===== src/rtl/dualrail_pkg.sv =====
// rtl/dualrail_pkg.sv - shared types, rail codes and encode helpers for the dual-rail word counter
package dualrail_pkg;

   typedef enum logic [1:0] {
      IDLE_NULL = 2'd0,
      FILL      = 2'd1,
      HOLD_DATA = 2'd2,
      DRAIN     = 2'd3
   } dr_state_t;

   localparam logic [1:0] DR_NULL  = 2'b00;
   localparam logic [1:0] DR_DATA0 = 2'b01;
   localparam logic [1:0] DR_DATA1 = 2'b10;

   // Widest word dr_encode handles; narrower callers encode per bit with dr_rail.
   localparam int DR_MAX_W = 64;

   function automatic logic [1:0] dr_rail(input logic b);
      return b ? DR_DATA1 : DR_DATA0;
   endfunction

   function automatic logic [2*DR_MAX_W-1:0] dr_encode(input logic [DR_MAX_W-1:0] v);
      logic [2*DR_MAX_W-1:0] r;
      r = '0;
      for (int i = 0; i < DR_MAX_W; i++) begin
         r[2*i +: 2] = dr_rail(v[i]);
      end
      return r;
   endfunction

endpackage


===== src/rtl/dr_word_complete.sv =====
// rtl/dr_word_complete.sv - registered hysteretic completion detector over a dual-rail word
module dr_word_complete #(
   parameter int WIDTH = 32
) (
   input  logic               clk,
   input  logic               init,
   input  logic [2*WIDTH-1:0] word,
   output logic               comp
);

   logic [WIDTH-1:0] pair_set;

   always_comb begin
      pair_set = '0;
      for (int i = 0; i < WIDTH; i++) begin
         pair_set[i] = word[2*i] | word[2*i+1];
      end
   end

   // Rises on a complete DATA word, falls on a complete NULL word, holds on anything in between.
   always_ff @(posedge clk) begin
      if (init) begin
         comp <= 1'b0;
      end else if (&pair_set) begin
         comp <= 1'b1;
      end else if (~|pair_set) begin
         comp <= 1'b0;
      end
   end

endmodule


===== src/rtl/dualrail_word_counter.sv =====
// rtl/dualrail_word_counter.sv - counter emitting its value as alternating dual-rail DATA/NULL wavefronts
module dualrail_word_counter #(
   parameter int WIDTH       = 32,
   parameter int RING_STAGES = 4
) (
   input  logic               clk,
   input  logic               init,
   input  logic               ack_in,
   input  logic               count_en,
   input  logic               down,
   input  logic               load,
   input  logic [WIDTH-1:0]   load_val,
   output logic [2*WIDTH-1:0] out_dr,
   output logic               out_comp,
   output logic               wrap
);
   import dualrail_pkg::*;

   localparam int LAT   = RING_STAGES - 1;
   localparam int CNT_W = $clog2(RING_STAGES);

   dr_state_t          state, state_nxt;
   logic [CNT_W-1:0]   cnt, cnt_nxt;
   logic [WIDTH-1:0]   value, value_nxt;
   logic [2*WIDTH-1:0] out_nxt, enc_word;
   logic               wrap_nxt;

   always_ff @(posedge clk) begin
      if (init) begin
         state <= IDLE_NULL;
         cnt   <= '0;
      end else begin
         state <= state_nxt;
         cnt   <= cnt_nxt;
      end
   end

   always_comb begin
      state_nxt = state;
      cnt_nxt   = cnt;
      case (state)
         IDLE_NULL: if (!ack_in) begin
            state_nxt = FILL;
            cnt_nxt   = CNT_W'(LAT - 1);
         end
         FILL: if (cnt == '0) state_nxt = HOLD_DATA;
               else           cnt_nxt   = cnt - CNT_W'(1);
         HOLD_DATA: if (ack_in) begin
            state_nxt = DRAIN;
            cnt_nxt   = CNT_W'(LAT - 1);
         end
         DRAIN: if (cnt == '0) state_nxt = IDLE_NULL;
                else           cnt_nxt   = cnt - CNT_W'(1);
         default: state_nxt = IDLE_NULL;
      endcase
   end

   always_comb begin
      enc_word = '0;
      for (int i = 0; i < WIDTH; i++) begin
         enc_word[2*i +: 2] = dr_rail(value[i]);
      end
   end

   // The whole word switches in one register update, so consumers never see a mixed word.
   always_comb begin
      out_nxt   = out_dr;
      value_nxt = value;
      wrap_nxt  = 1'b0;
      case (state)
         FILL: if (cnt == '0) out_nxt = enc_word;
         HOLD_DATA: if (ack_in) begin
            if (load) begin
               value_nxt = load_val;
            end else if (count_en) begin
               value_nxt = down ? value - WIDTH'(1) : value + WIDTH'(1);
               wrap_nxt  = down ? (value == '0) : (value == '1);
            end
         end
         DRAIN: if (cnt == '0) out_nxt = '0;
         default: ;
      endcase
   end

   always_ff @(posedge clk) begin
      if (init) begin
         out_dr <= '0;
         value  <= '0;
         wrap   <= 1'b0;
      end else begin
         out_dr <= out_nxt;
         value  <= value_nxt;
         wrap   <= wrap_nxt;
      end
   end

   dr_word_complete #(.WIDTH(WIDTH)) u_complete (
      .clk  (clk),
      .init (init),
      .word (out_dr),
      .comp (out_comp)
   );

endmodule

===== config.mk =====
export PLATFORM = sky130hd
export DESIGN_NAME = dualrail_word_counter
export DESIGN_NICKNAME = d
export VERILOG_FILES = /design/src/rtl/dualrail_pkg.sv /design/src/rtl/dr_word_complete.sv /design/src/rtl/dualrail_word_counter.sv
export SDC_FILE = /design/constraint.sdc
export NUM_CORES = 1
export LEC_CHECK = 0
export CELL_PAD_IN_SITES_DETAIL_PLACEMENT = 0
export CELL_PAD_IN_SITES_GLOBAL_PLACEMENT = 1
export CORE_ASPECT_RATIO = 1.25
export CORE_MARGIN = 10
export CORE_UTILIZATION = 50
export CTS_BUF_LIST = sky130_fd_sc_hd__clkbuf_16
export DETAILED_ROUTE_END_ITERATION = 8
export DONT_BUFFER_PORTS = 1
export GPL_TIMING_DRIVEN = 1
export PLACE_DENSITY_LB_ADDON = 0.15
export SKIP_LAST_GASP = 1
export SYNTH_ARGS = -nofsm -noshare
export SYNTH_HDL_FRONTEND = slang
export SYNTH_SLANG_ARGS = --single-unit

===== constraint.sdc =====
create_clock -name clk -period 5.61 [get_ports clk]
set_input_delay 1.122 -clock clk [delete_from_list [all_inputs] [get_ports clk]]
set_output_delay 1.122 -clock clk [all_outputs]
set_load 0.05 [all_outputs]

**Run 1: sizing map**

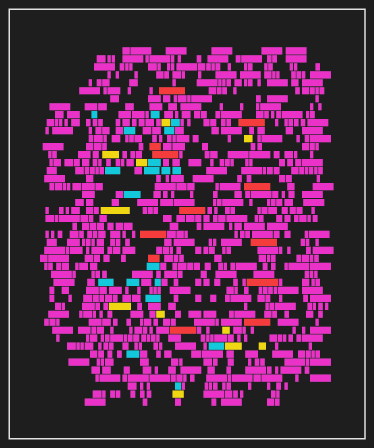
_0 and _1 cells -> magenta  # cells 747, share 95%
_2 cells -> cyan  # cells 19, share 2.4%
_6 and larger -> red  # cells 12, share 1.5%
_3 and _4 cells -> yellow  # cells 11, share 1.4%

**Run 1: cell density map**

12 x 15 tiles, from black (low) to pale yellow (high), 0 to 100% covered.
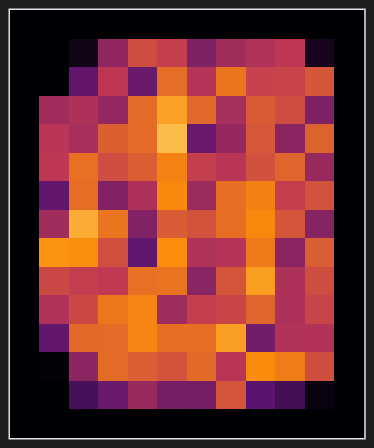
densest ninth of the die = centre
nearly empty tiles = 30%
tiles over 75% full = 4.4%
mean over tiles = 37%
emptiest ninth of the die = north-west

**Run 1: congestion heat map**

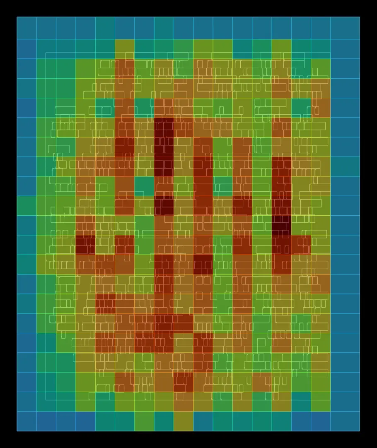
GRT Util Overall: 21.0%
M2 GR Usage: 35.1%
met1 Use GR: 24.4%
met3 Usage GRT: 5.62%
Wirelength per Cell: 20.4 µm

**Run 1: placed cells, one colour a class**

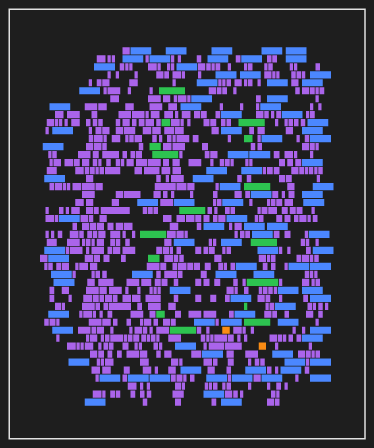
remaining buffers and delay cells -> orange  # cells 2, share of their area 0.23%
clock drivers and dummy loads -> green  # cells 16, share of their area 4.8%
combinational and other logic -> purple  # cells 669, share of their area 63%
sequential cells -> blue  # cells 102, share of their area 32%

==> results.cfg, run 1 <==
; flow metrics
[outcome]
status = complete, no violations

[yosys]
synthArstFlopShare_pct = 0
yosys_warnings = 0
ys_chip_area_um2 = 6330
syn_area_um2 = 6330
ys.flops = 102
synth.mux.area_fraction_pct = 0.790
ys_seq_share_pct = 32.2
syn_nets = 900
ys_cells = 826
aoi_share_pct = 24.0

[pwr]
power.group.top = registers
switchingPower_uw = 1470
pg_clk_uw = 659

[floorplan]
die-area_um2 = 17600
die_w_um = 121
io_pins = 104
core_area_um2 = 12300

[layout]
comb-cell-share_pct = 60.7
nNetsFinal = 858
final_cells = 953
design_area_um2 = 6670
layout_top_cell = nor2_1
largest_register_ff_count = 64
buffer_area_share_pct = 0.225
most-common-layout-cells = 129 x nor2_1, 109 x a21oi_1, 102 x dfxtp_1
flops = 102
clock_area_share_pct = 4.62

[clock_network]
numCtsBuffers = 9
postCtsHoldBufs = 0
tritoncts = built
max-clock-path-buffers = 2
clkTransAtPathRegs_ps = 80
clkSinkCount = 102

[timing]
finalWorstSetupSlack_ps = 2380

[critical_path]
path_cells = fa_1, a21oi_2, o221ai_2, a22oi_1, a21oi_4, a2111oi_2, o31ai_2, mux2i_1, a2111oi_2
critPathKind = in -> reg
crit_path_start = down

[route]
route.met2.wl_mm = 9.43
via_count = 6016
drc_errors = 0

[min_path]
worstHoldStart = cnt[0]$_SDFFE_PP0P_
worstHoldEndpoint = cnt[0]$_SDFFE_PP0P_

[global_routing]
grt_pass1_wl_mm = 30.0
grt_pass1_vias = 5647

[place]
place_ws_ps = 2060

[run]
warning_count = 33
**Run 1: register map, names as in the netlist**

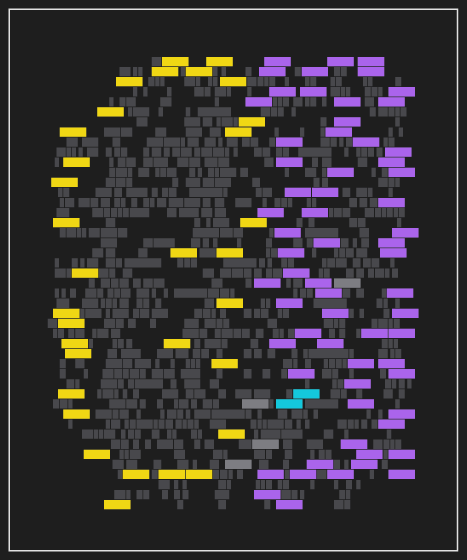

## Run 2: what changed since run 1
--- a/config.mk
+++ b/config.mk
@@ -9,7 +9,7 @@
 export CELL_PAD_IN_SITES_GLOBAL_PLACEMENT = 1
 export CORE_ASPECT_RATIO = 1.25
 export CORE_MARGIN = 10
-export CORE_UTILIZATION = 50
+export CORE_UTILIZATION = 47
 export CTS_BUF_LIST = sky130_fd_sc_hd__clkbuf_16
 export DETAILED_ROUTE_END_ITERATION = 8
 export DONT_BUFFER_PORTS = 1
==> constraint.sdc (replaced) <==
create_clock -name clk -period 3.1 [get_ports clk]
set_input_delay 0.62 -clock clk [delete_from_list [all_inputs] [get_ports clk]]
set_output_delay 0.62 -clock clk [all_outputs]
set_load 0.05 [all_outputs]
**Run 2: register map, names as in the netlist**

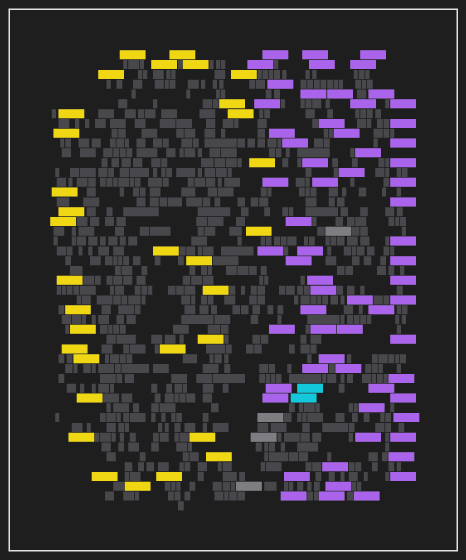
cnt -> cyan  # sequential cells 2
value -> yellow  # sequential cells 32
out_dr -> purple  # sequential cells 64
not coloured = 4

==> results.cfg, run 2 <==
; flow metrics
[layout]
nNetsFinal = 872
comb-cell-share_pct = 59.8
layout_top_cell = nor2_1
clock_area_share_pct = 4.18
most-common-layout-cells = 129 x nor2_1, 109 x a21oi_1, 102 x dfxtp_1
buffer_area_share_pct = 1.96
largest_register_ff_count = 64
final_cells = 973
design_area_um2 = 6770

[critical_path]
critPathKind = reg -> reg
path_cells = fa_1, a21oi_2, o221ai_2, a41o_2, a2111oi_4, o31ai_4, a21oi_1, xor2_1, a221oi_1
crit_path_start = value[0]$_SDFFE_PP0P_

[min_path]
worstHoldEndpoint = value[21]$_SDFFE_PP0P_
worstHoldStart = init

[outcome]
status = complete, no violations

[global_routing]
met2_usage_pct = 34.8
track_usage_pct = 20.8
met1_usage_pct = 25.5
met3_usage_pct = 4.37
grt_pass1_wl_mm = 30.6

[yosys]
ys_seq_share_pct = 32.2
synth.mux.area_fraction_pct = 0.790
syn_nets = 900
aoi_share_pct = 24.0
ys_chip_area_um2 = 6330
ys.flops = 102
ys_cells = 826
yosys_warnings = 0

[route]
route.met2.wl_mm = 9.56
post_drt_wl_per_cell_um = 20.3
drc_errors = 0

[clock_network]
numCtsBuffers = 9
clkTransAtPathRegs_ps = 80
max-clock-path-buffers = 2
postCtsHoldBufs = 0
tritoncts = built

[pwr]
power.group.top = registers
switchingPower_uw = 2670
pg_clk_uw = 1110

[floorplan]
core_area_um2 = 13200
die-area_um2 = 18500
io_pins = 104
die_w_um = 124

[place]
place_ws_ps = 3.96

[run]
warning_count = 31
## Run 3: what changed since run 2
--- a/config.mk
+++ b/config.mk
@@ -15,6 +15,7 @@
 export DONT_BUFFER_PORTS = 1
 export GPL_TIMING_DRIVEN = 1
 export PLACE_DENSITY_LB_ADDON = 0.15
+export SKIP_CTS_REPAIR_TIMING = 1
 export SKIP_LAST_GASP = 1
 export SYNTH_ARGS = -nofsm -noshare
 export SYNTH_HDL_FRONTEND = slang
**Run 3: sizing map**

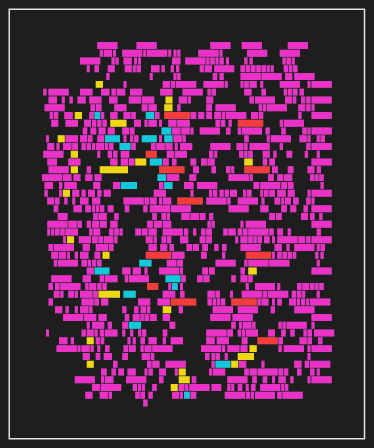
_2 cells -> cyan  # cells 19, share 2.4%
_0 and _1 cells -> magenta  # cells 746, share 93%
_6 and larger -> red  # cells 12, share 1.5%
_3 and _4 cells -> yellow  # cells 25, share 3.1%

==> results.cfg, run 3 <==
; flow metrics
[floorplan]
die-area_um2 = 18500
die_w_um = 124
core_area_um2 = 13200
io_pins = 104

[yosys]
ys_seq_share_pct = 32.2
ys_chip_area_um2 = 6330
aoi_share_pct = 24.0
synthArstFlopShare_pct = 0
ys_cells = 826

[min_path]
worstHoldStart = init

[global_routing]
met1_usage_pct = 25.5
grt_pass1_wl_mm = 30.6
met2_usage_pct = 34.8

[layout]
flops = 102
comb-cell-share_pct = 59.8
clock_area_share_pct = 4.18
buffer_area_share_pct = 1.96
most-common-layout-cells = 129 x nor2_1, 109 x a21oi_1, 102 x dfxtp_1
final_cells = 973

[pwr]
pg_clk_uw = 1110

[place]
place_ws_ps = 3.96

[clock_network]
numCtsBuffers = 9
clkTransAtPathRegs_ps = 80
clkSinkCount = 102
tritoncts = built

[critical_path]
path_cells = fa_1, a21oi_2, o221ai_2, a41o_2, a2111oi_4, o31ai_4, a21oi_1, xor2_1, a221oi_1

[timing]
finalWorstSetupSlack_ps = 223

[route]
via_count = 6051
drc_errors = 0

[run]
warning_count = 31

[outcome]
status = complete, no violations
